$ cat src/rtl/ahblite_busmatrix_inputstage_pkg.sv
// ---------------------------------------------------------------------------
// ahblite_busmatrix_inputstage_pkg
//
// Definitions shared by the bus matrix:
//   - HTRANS encodings (IDLE/BUSY/NONSEQ/SEQ)
//   - HRESP encodings (OKAY/ERROR)
//   - input-stage state enum (PASS/HELD)
//   - helper that maps a held transfer type to the type shown on replay
// ---------------------------------------------------------------------------
package ahblite_busmatrix_inputstage_pkg;

    localparam logic [1:0] HTRANS_IDLE   = 2'b00;
    localparam logic [1:0] HTRANS_BUSY   = 2'b01;
    localparam logic [1:0] HTRANS_NONSEQ = 2'b10;
    localparam logic [1:0] HTRANS_SEQ    = 2'b11;

    localparam logic HRESP_OKAY  = 1'b0;
    localparam logic HRESP_ERROR = 1'b1;

    typedef enum logic {
        ST_PASS = 1'b0,
        ST_HELD = 1'b1
    } istage_state_e;

    // A replayed transfer reaches the output stage after the arbiter has had
    // a chance to switch away from this port.  The burst context that made it
    // SEQ is therefore lost, so it has to be presented as NONSEQ.
    function automatic logic [1:0] replay_trans(input logic [1:0] t);
        return (t == HTRANS_SEQ) ? HTRANS_NONSEQ : t;
    endfunction

endpackage

$ cat src/rtl/ahblite_busmatrix_inputstage.sv
// ---------------------------------------------------------------------------
// ahblite_busmatrix_inputstage
//
// Per-master input stage of the AHB-Lite bus matrix.  Passes the master's
// address phase straight through to the decoder.  If no output stage accepts
// it in the same cycle, the stage captures it, stalls the master and replays
// it from the capture registers until it is accepted.  It also tracks whether
// this port owns a data phase, so HREADYOUT/HRESP come from the right source.
//
// Ports
//   HCLK, HRESETn         clock, asynchronous active-low reset
//   HSEL..HPROT, HREADY   master address phase and bus ready (HREADY is
//                         HREADYOUT fed back)
//   HREADYOUT, HRESP      ready/response to the master
//   *_Inputstage          address phase presented to the decoder
//   ACTIVE_Decoder        presented address phase accepted this cycle
//   HREADYOUT_Decoder,
//   HRESP_Decoder         ready/response from the slave owning the data phase
// ---------------------------------------------------------------------------
module ahblite_busmatrix_inputstage
    import ahblite_busmatrix_inputstage_pkg::*;
#(
    parameter int ADDR_WIDTH = 32
) (
    input  logic                  HCLK,
    input  logic                  HRESETn,

    input  logic                  HSEL,
    input  logic [ADDR_WIDTH-1:0] HADDR,
    input  logic [1:0]            HTRANS,
    input  logic                  HWRITE,
    input  logic [2:0]            HSIZE,
    input  logic [2:0]            HBURST,
    input  logic [3:0]            HPROT,
    input  logic                  HREADY,

    output logic                  HREADYOUT,
    output logic                  HRESP,

    output logic                  HSEL_Inputstage,
    output logic [ADDR_WIDTH-1:0] HADDR_Inputstage,
    output logic [1:0]            HTRANS_Inputstage,
    output logic                  HWRITE_Inputstage,
    output logic [2:0]            HSIZE_Inputstage,
    output logic [2:0]            HBURST_Inputstage,
    output logic [3:0]            HPROT_Inputstage,

    input  logic                  ACTIVE_Decoder,
    input  logic                  HREADYOUT_Decoder,
    input  logic                  HRESP_Decoder
);

    istage_state_e         state, state_nxt;
    logic                  dphase;
    logic                  trans_req;
    logic                  capture;

    logic [ADDR_WIDTH-1:0] haddr_p0;
    logic [1:0]            htrans_p0;
    logic                  hwrite_p0;
    logic [2:0]            hsize_p0;
    logic [2:0]            hburst_p0;
    logic [3:0]            hprot_p0;

    // New NONSEQ/SEQ address phase offered by the master this cycle.
    assign trans_req = HSEL & HTRANS[1] & HREADY;

    // Capture only when nobody takes the transfer in the cycle it is offered.
    assign capture   = (state == ST_PASS) & trans_req & ~ACTIVE_Decoder;

    // ---- state register ---------------------------------------------------
    always_ff @(posedge HCLK or negedge HRESETn) begin
        if (!HRESETn) begin
            state <= ST_PASS;
        end else begin
            state <= state_nxt;
        end
    end

    always_comb begin
        state_nxt = state;
        case (state)
            ST_PASS: if (capture)        state_nxt = ST_HELD;
            ST_HELD: if (ACTIVE_Decoder) state_nxt = ST_PASS;
            default:                     state_nxt = ST_PASS;
        endcase
    end

    // ---- address-phase capture (stage p0) ---------------------------------
    always_ff @(posedge HCLK or negedge HRESETn) begin
        if (!HRESETn) begin
            haddr_p0  <= '0;
            htrans_p0 <= HTRANS_IDLE;
            hwrite_p0 <= 1'b0;
            hsize_p0  <= '0;
            hburst_p0 <= '0;
            hprot_p0  <= '0;
        end else if (capture) begin
            haddr_p0  <= HADDR;
            htrans_p0 <= HTRANS;
            hwrite_p0 <= HWRITE;
            hsize_p0  <= HSIZE;
            hburst_p0 <= HBURST;
            hprot_p0  <= HPROT;
        end
    end

    // ---- decoder-side address phase ---------------------------------------
    always_comb begin
        HSEL_Inputstage   = HSEL;
        HADDR_Inputstage  = HADDR;
        HTRANS_Inputstage = HSEL ? HTRANS : HTRANS_IDLE;
        HWRITE_Inputstage = HWRITE;
        HSIZE_Inputstage  = HSIZE;
        HBURST_Inputstage = HBURST;
        HPROT_Inputstage  = HPROT;
        if (state == ST_HELD) begin
            // The master may already be driving something else; only the
            // captured copy is trustworthy while the replay is pending.
            HSEL_Inputstage   = 1'b1;
            HADDR_Inputstage  = haddr_p0;
            HTRANS_Inputstage = replay_trans(htrans_p0);
            HWRITE_Inputstage = hwrite_p0;
            HSIZE_Inputstage  = hsize_p0;
            HBURST_Inputstage = hburst_p0;
            HPROT_Inputstage  = hprot_p0;
        end
    end

    // ---- data-phase tracking (stage p1) -----------------------------------
    // The flag advances only when the current data phase (if any) completes,
    // so an accepted replay and the end of the previous data phase can share
    // one edge.
    always_ff @(posedge HCLK or negedge HRESETn) begin
        if (!HRESETn) begin
            dphase <= 1'b0;
        end else if (!dphase || HREADYOUT_Decoder) begin
            dphase <= ACTIVE_Decoder & HTRANS_Inputstage[1];
        end
    end

    // ---- master-side response ---------------------------------------------
    always_comb begin
        HREADYOUT = 1'b1;
        HRESP     = HRESP_OKAY;
        if (dphase) begin
            HREADYOUT = HREADYOUT_Decoder;
            HRESP     = HRESP_Decoder;
        end
        if (state == ST_HELD) begin
            HREADYOUT = 1'b0;
        end
    end

endmodule

$ cat config.mk
export PLATFORM = sky130hd
export DESIGN_NAME = ahblite_busmatrix_inputstage
export DESIGN_NICKNAME = d
export VERILOG_FILES = /design/src/rtl/ahblite_busmatrix_inputstage_pkg.sv /design/src/rtl/ahblite_busmatrix_inputstage.sv
export SDC_FILE = /design/constraint.sdc
export NUM_CORES = 1
export LEC_CHECK = 0
export ABC_CLOCK_PERIOD_IN_PS = 1500
export CAP_MARGIN = 40
export CORE_ASPECT_RATIO = 0.6
export CORE_UTILIZATION = 39
export DETAILED_ROUTE_END_ITERATION = 10
export PLACE_DENSITY = 0.77
export SYNTH_ARGS = -nofsm -noshare
export SYNTH_HDL_FRONTEND = slang
export SYNTH_SLANG_ARGS = --single-unit
export TNS_END_PERCENT = 100
$ cat constraint.sdc
create_clock -name HCLK -period 1.5 [get_ports HCLK]
set_input_delay 0.3 -clock HCLK [delete_from_list [all_inputs] [get_ports HCLK]]
set_output_delay 0.3 -clock HCLK [all_outputs]
set_load 0.005 [all_outputs]
Fig. 1: run 1, where the registers sit
Other sequential cells in the stronger grey, the rest of the logic in the fainter grey.
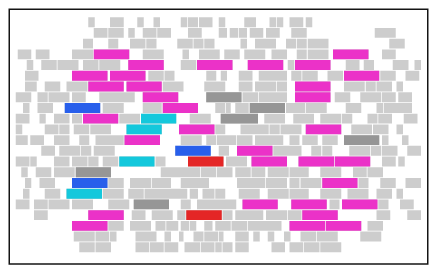
| name in the netlist | colour | sequential cells |
|---|---|---|
| hburst_p0 | blue | 3 |
| htrans_p0 | red | 2 |
| hprot_p0 | cyan | 4 |
| haddr_p0 | magenta | 32 |
fin util: 0.684
area occupied by registers: 1180 um^2
fraction of area in registers: 0.279

Fig. 2: run 1, clock nets
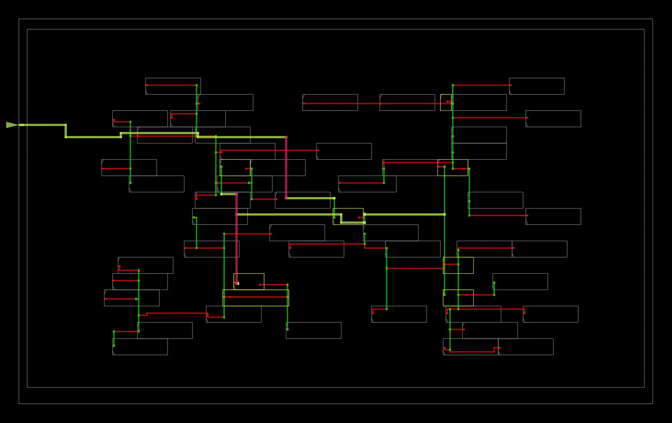
Seq cells: 47
Worst Skew: 3.59 ps
clk ins delay skew pair: 290 ps
Clock Power: 0.957 mW
number of clock buffers in the layout: 6

Fig. 3: run 1, wiring by layer
Scale bar: 20 um.
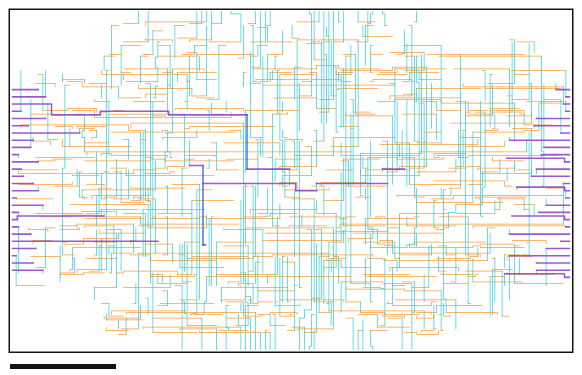
| layer | colour | wire length |
|---|---|---|
| met3 | purple | 386 um |
| met2 | cyan | 2930 um |
| met4 | blue | 25.2 um |
| met1 | orange | 3250 um |
DR WL/cell: 16.3 um
routed wire length: 6.59 mm
via count: 1838

Fig. 4: run 1, clock wires, drivers and flops
Scale bar: 20 um.
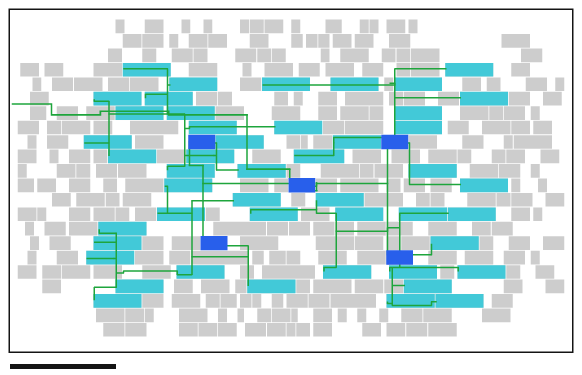
[flip-flops] cyan | count: 47
[clock wires] green | length: 568 um
[cells driving clock nets] blue | count: 5
routed clock nets: 6

==> deck_impl_summary.md, run 1 <==
Run Summary

Synth
  • Top cells by area: dfrtp_1, mux2_4, mux2_2
  • Commonest cells post-synth: mux2_2, dfrtp_1, mux2_4
  • Post-synth regs: 47
  • Area fraction in mux cells: 0.445
  • Syn Inst Count: 160
  • Top non-seq family: multiplexers
  • Adder share: 0
  • Most frequent cell after synthesis: mux2_2
  • Xor/xnor share: 0

Global routing
  • Vias in the first global route: 2049
  • Initial antenna violation count: 0
  • GRT overflow: 0

Drt
  • Met2 WL post-DR: 2.93 mm
  • Via/cell ratio: 4.55
  • DRT iter0 DRCs: 31
  • DR WL met3: 386 um
  • DRC: 0
  • TritonRoute pass-1 iters: 4

Final timing
  • Post-layout period usage of the worst path: 1.27
  • Setup ws final: -401 ps
  • Setup TNS Final: -29430 ps
  • Least-Margin Pin Slew: 573 ps
  • Rel. slew slack: 0.618
  • Slew Viols, Final: 0
  • Final Hold Fails: 17
  • Worst hold slack: -10.3 ps
  • Final tally of setup violations: 93

Clock tree
  • Sink Count: 47
  • Num CTS Buffers: 5
  • Clock-pin slew of the registers on the worst-case setup and hold paths: 80 ps
  • Clk buf depth: 2
  • CTS H-tree lvls: 2
  • Post_cts resized: 171

Worst setup path
  • Crit path max-delay family: buffers and inverters
  • Slowest Stage Delay on Critical Path: 430 ps
  • Worst path bufs/invs: 5
  • Crit path DRT: 1690 ps
  • CP Capture Type: flop
  • Cell Chain, Critical Path: buf_12 > buf_12 > buf_16 > nor4b_4 > buf_4 > buf_12 > mux2_4
  • Largest fanout on the critical path: 12

Pwr
  • Internal: 2.97 mW
  • PD cells: 926 nW/um^2
  • Total power: 3.91 mW

Layout
  • Top cell category: buffers
  • Fillers: 452
  • Share of layout cells above drive strength 1: 0.666
  • Inserted Diodes: 0
  • Comb area: 1280 um^2
  • Finished Layout Cells: 404
  • Clk cell area share: 0.0279
  • Top cells excl fill/tap: mux2_4, clkdlybuf4s50_1, dfrtp_1
  • NonClk Buf Share: 0.364
  • Comb/total area: 0.303
  • Non-clock inverters: 1

Run status
  • Failing checks: hold timing, setup timing
  • Status: finished, violations left

Worst hold path
  • Worst Hold Class: in -> async

Job
  • Max_cap viols: 0

Floorplan
  • Core Box Area: 6170 um^2
  • I/O pins: 100
  • Die H: 64.3 um

Placed design
  • I/O Buffers: 99
run 1: worst paths after layout:
| kind | endpoint | cells past startpoint | from | slack, ps |
|---|---|---|---|---|
| setup / recovery | hwrite_p0 | 7 | state | -400 |
| hold / removal | haddr_p0[26] | 1 | HRESETn | -10 |
| setup reg to reg | hwrite_p0 | 7 | state | -400 |
| hold reg to reg | haddr_p0[29] | 1 | haddr_p0[29] | 510 |
| max in group asynchronous | state | 2 | HRESETn | 960 |
| min in group HCLK | haddr_p0[29] | 1 | haddr_p0[29] | 510 |
run 1: registers in the layout, indices dropped and copies added, names as in the netlist:
register,cells
hwrite_p0,1
hsize_p0,3
state,1
htrans_p0,2
dphase,1
hprot_p0,4
haddr_p0,32
hburst_p0,3
Fig. 5: run 1, ports around the boundary
Pins as bars across the die edge, other pins in grey.
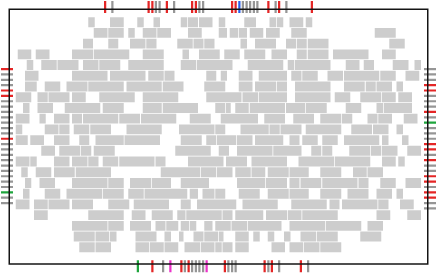

==> inputs of run 2 (changes only) <==
CORE_UTILIZATION = 41   (was 39)
CTS_BUF_LIST = sky130_fd_sc_hd__clkbuf_4 sky130_fd_sc_hd__clkbuf_8   (was not set)
PLACE_DENSITY = 0.8   (was 0.77)
SKIP_LAST_GASP = 1   (was not set)
Fig. 6: run 2, ports around the boundary
Pins as bars across the die edge, other pins in grey.
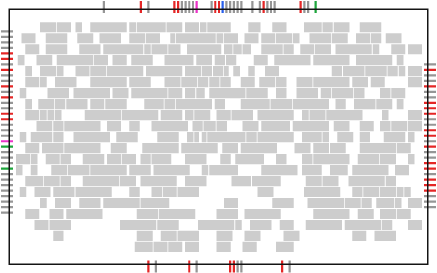
| port | colour | pins | direction | edge |
|---|---|---|---|---|
| HTRANS | magenta | 2 | input | 1 west, 1 north |
| HREADYOUT | blue | 1 | output | north |
| HADDR_Inputstage | red | 32 | output | 13 east, 7 west, 7 north, 5 south |
| HSIZE | green | 3 | input | 2 west, 1 north |
Die H: 62.8 um
I/O Buffers: 99
die x size: 103 um

Fig. 7: run 2, wiring by layer
Scale bar: 20 um.
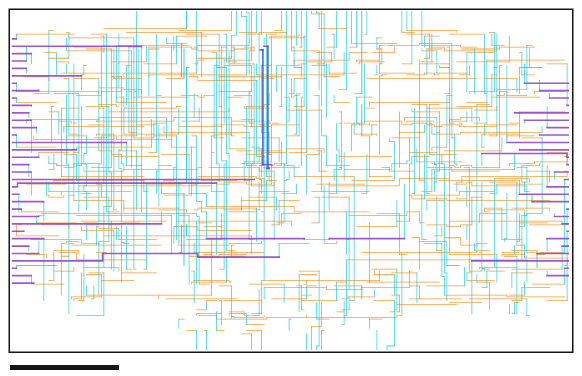
| layer | colour | wire length |
|---|---|---|
| met1 | orange | 3060 um |
| met4 | blue | 43.5 um |
| met2 | cyan | 3120 um |
| met3 | purple | 484 um |
routed wire length: 6.71 mm
via count: 1875

Fig. 8: run 2, clock nets
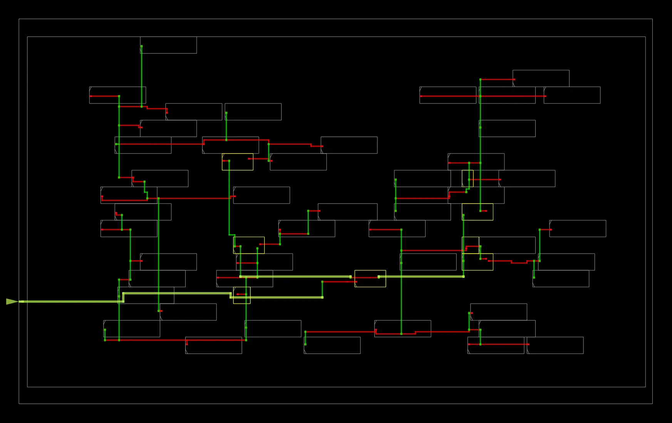
Sink Count: 47
Clock Power: 0.766 mW
Worst Skew: 8.53 ps
number of clock buffers in the layout: 7

==> deck_impl_summary.md, run 2 <==
Run Summary

Clock tree
  • Clk buf depth: 2
  • Num CTS Buffers: 5
  • Clk ins delay skew pair: 290 ps
  • Clock-pin slew of the registers on the worst-case setup and hold paths: 90 ps
  • CTS H-tree lvls: 2

Layout
  • Clk cell area share: 0.0214
  • Largest regs: haddr_p0: 32 flops, hprot_p0: 4 flops
  • Seq cells: 47
  • Comb/total area: 0.303
  • Area occupied by registers: 1180 um^2
  • Finished Layout Cells: 398
  • Inserted Diodes: 0
  • Non-clock inverters: 1
  • Fin util: 0.721
  • NonClk Buf Share: 0.367
  • Comb gates: 101
  • Share of layout cells above drive strength 1: 0.635
  • Comb area: 1260 um^2
  • Top cell category: buffers
  • Top cells excl fill/tap: clkdlybuf4s50_1, dfrtp_1, mux2_2
  • Fraction of area in registers: 0.284

Pwr
  • Total power: 3.66 mW

Synth
  • Syn avg cell area: 15.8 um^2
  • Most frequent cell after synthesis: mux2_2
  • Syn Inst Count: 160
  • Commonest cells post-synth: mux2_2, dfrtp_1, mux2_4
  • Top cells by area: dfrtp_1, mux2_4, mux2_2
  • Post-synth regs: 47

Drt
  • Via/cell ratio: 4.71
  • TritonRoute pass-1 iters: 3
  • DR WL/cell: 16.9 um

Floorplan
  • I/O pins: 100

Global routing
  • GRT overflow: 0
  • Vias in the first global route: 1941

Final timing
  • Final tally of setup violations: 94
  • Least-Margin Pin Slew: 466 ps
  • Setup ws final: -505 ps
  • Final Hold Fails: 0
  • Slew Viols, Final: 0
  • Rel. slew slack: 0.689
  • Worst hold slack: 493 ps

Run status
  • Failing checks: setup timing
  • Status: finished, violations left

Worst setup path
  • Slowest Stage Delay on Critical Path: 420 ps
  • Critical Path Sink: haddr_p0[29]
  • Reg2Reg Depth: 9
  • Crit path DRT: 1690 ps
  • RR Startpoint: state
  • Crit path launch: state
  • Cell Chain, Critical Path: buf_12 > clkbuf_16 > buf_8 > buf_6 > nor4b_4 > buf_6 > buf_12 > buf_16 > mux2_4
  • Largest fanout on the critical path: 7
  • R2R Setup Slk: -510 ps
  • Crit path max-delay family: buffers and inverters
  • Critical Path Stages: 9

Job
  • Max_cap viols: 0

Worst hold path
  • Worst Hold Class: in -> async
-- run 2: per-layer routing --
metal / wire, um / global-route usage / vias up
met5: 0 / 0 / -
met4: 43 / 0.0352 / 0
met3: 484 / 0.0682 / 4
met2: 3120 / 0.302 / 69
met1: 3060 / 0.257 / 915
li1: - / - / 887
-- run 2: what timing repair did --
item                                    CTS  global route
hold buffers                              1             0
gates resized                             2           109
cloned                                    2             4
setup buffers                             1            28
endpoints found under the setup margin   92            93
pin swaps                                 0             3
endpoints found under the hold margin    18             0
-- run 2: cell families after synthesis --
logic type,count (synthesis),share of synthesized area
compound gates,4,0.0104
flops,47,0.466
simple gates,10,0.0268
mux,87,0.445
buf+inv,12,0.0516
Fig. 9: run 2, where the registers sit
Other sequential cells in the stronger grey, the rest of the logic in the fainter grey.
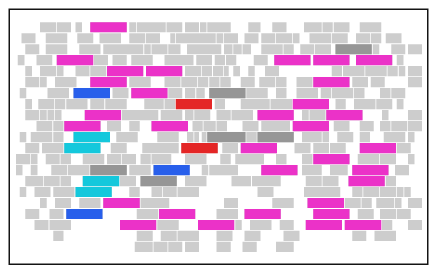

==> inputs of run 3 (changes only) <==
--- a/config.mk
+++ b/config.mk
@@ -12,5 +12,5 @@
 export CTS_BUF_LIST = sky130_fd_sc_hd__clkbuf_4 sky130_fd_sc_hd__clkbuf_8
 export DETAILED_ROUTE_END_ITERATION = 10
-export PLACE_DENSITY = 0.8
+export PLACE_DENSITY = 0.76
 export SKIP_LAST_GASP = 1
 export SYNTH_ARGS = -nofsm -noshare
==> constraint.sdc (replaced) <==
create_clock -name HCLK -period 1.5 [get_ports HCLK]
set_input_delay 0.3 -clock HCLK [delete_from_list [all_inputs] [get_ports HCLK]]
set_output_delay 0.3 -clock HCLK [all_outputs]
set_load 0.01 [all_outputs]
Fig. 10: run 3, where the registers sit
Other sequential cells in the stronger grey, the rest of the logic in the fainter grey.
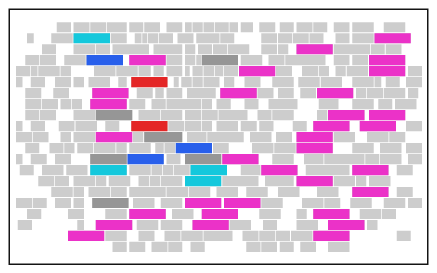
| name in the netlist | colour | sequential cells |
|---|---|---|
| hprot_p0 | cyan | 4 |
| htrans_p0 | red | 2 |
| hburst_p0 | blue | 3 |
| haddr_p0 | magenta | 32 |
not coloured: 6
Seq. pwr: 1.75 mW
fraction of area in registers: 0.262

Fig. 11: run 3, clock nets
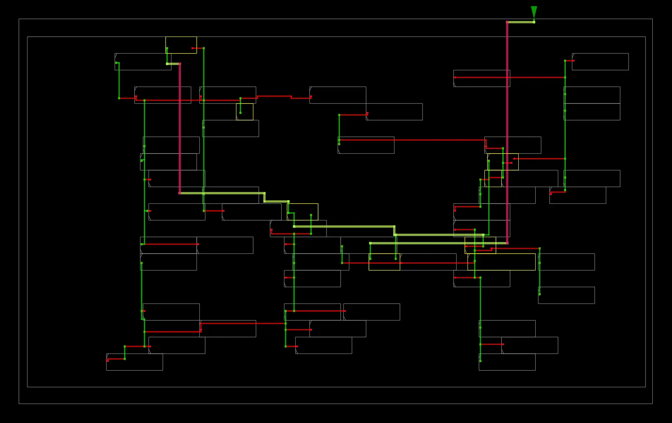
clk ins delay skew pair: 300 ps
Num CTS Buffers: 5
Clock Power: 0.947 mW
Worst Skew: 12.4 ps

Fig. 12: run 3, clock wires, drivers and flops
Scale bar: 20 um.
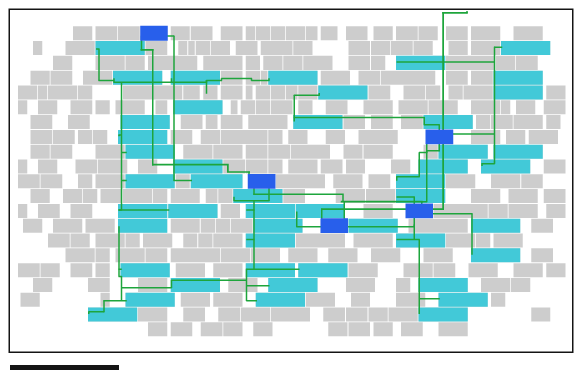
[cells driving clock nets] blue | count: 5
[flip-flops] cyan | count: 47
[clock wires] green | length: 558 um
flops lie: all over the die
power share of the clock group: 0.231

==> deck_impl_summary.md, run 3 <==
Run Summary

Run status
  • Status: finished, violations left
  • Failing checks: setup timing

Layout
  • Comb area: 1360 um^2
  • Largest regs: haddr_p0: 32 flops, hprot_p0: 4 flops
  • NonClk Buf Share: 0.387
  • Comb/total area: 0.302
  • Number of flip-flops in the largest register: 32
  • Fin util: 0.780
  • Area occupied by registers: 1180 um^2
  • Share of layout cells above drive strength 1: 0.665
  • Seq cells: 47
  • Clk cell area share: 0.0254
  • Comb gates: 101

Floorplan
  • Die x size: 103 um
  • I/O pins: 100
  • Die H: 62.8 um

Clock tree
  • Clock-pin slew of the registers on the worst-case setup and hold paths: 90 ps
  • Sink Count: 47
  • Clk buf depth: 2

Worst setup path
  • Reg2Reg Depth: 7
  • Critical Path Sink: HADDR_Inputstage[14]
  • Critical R2R Capture: haddr_p0[27]
  • Crit path launch: state
  • Crit path DRT: 1200 ps
  • Slowest Stage Delay on Critical Path: 450 ps
  • Cell Chain, Critical Path: buf_6 > buf_12 > buf_16 > mux2_4 > buf_6

Synth
  • Yosys aoi share: 0.0104
  • Post-synth regs: 47
  • Commonest cells post-synth: mux2_2, dfrtp_1, mux2_4
  • Xor/xnor share: 0
  • Top non-seq family: multiplexers
  • Simple share: 0.0268
  • Syn Inst Count: 160
  • Top cells by area: dfrtp_1, mux2_4, mux2_2
  • Area fraction in mux cells: 0.445

Final timing
  • Final Hold Fails: 0
  • Rel. slew slack: 0.710
  • Post-layout period usage of the worst path: 1.25
  • Slew Viols, Final: 0
  • Setup ws final: -369 ps
  • Final tally of setup violations: 93

Global routing
  • Vias in the first global route: 1941
  • GRT overflow: 0

Drt
  • TritonRoute pass-1 iters: 4
  • DRC: 0
  • Via/cell ratio: 4.76

Worst hold path
  • Worst Hold Class: in -> async

Pwr
  • Internal: 3.07 mW

Job
  • Max_cap viols: 0
## run 3: worst max-delay path: cells and delay by family (launching register included)
kind / cells / cell delay [ps]
buf+inv: 4 / 510
flops: 1 / 450
mux: 1 / 310
## run 3: repair_timing
action / in CTS / in global routing
resized: 241 / 55
hold buffers: 1 / 0
setup buffers: 7 / 12
setup endpoints to repair: 94 / 93
pin swaps: 0 / 5
endpoints found under the hold margin: 17 / 0
gates cloned: 3 / 7
## run 3: through the flow
step           power [mW]  std cells  hold slack, ps
6_report             4.10        399             472
5_1_grt              4.31        399             490
4_1_cts              3.96        384             500
3_5_place_dp         2.92        365             267
3_3_place_gp         2.89        365             270
2_1_floorplan        2.35        160            4.41
## run 3: metal layers
metal  wire, um  global-route usage
met1       3400               0.295
met2       3390               0.307
met3        320              0.0459
met4         57              0.0528
met5          0                   0
Power is estimated from default activity; no workload was simulated.
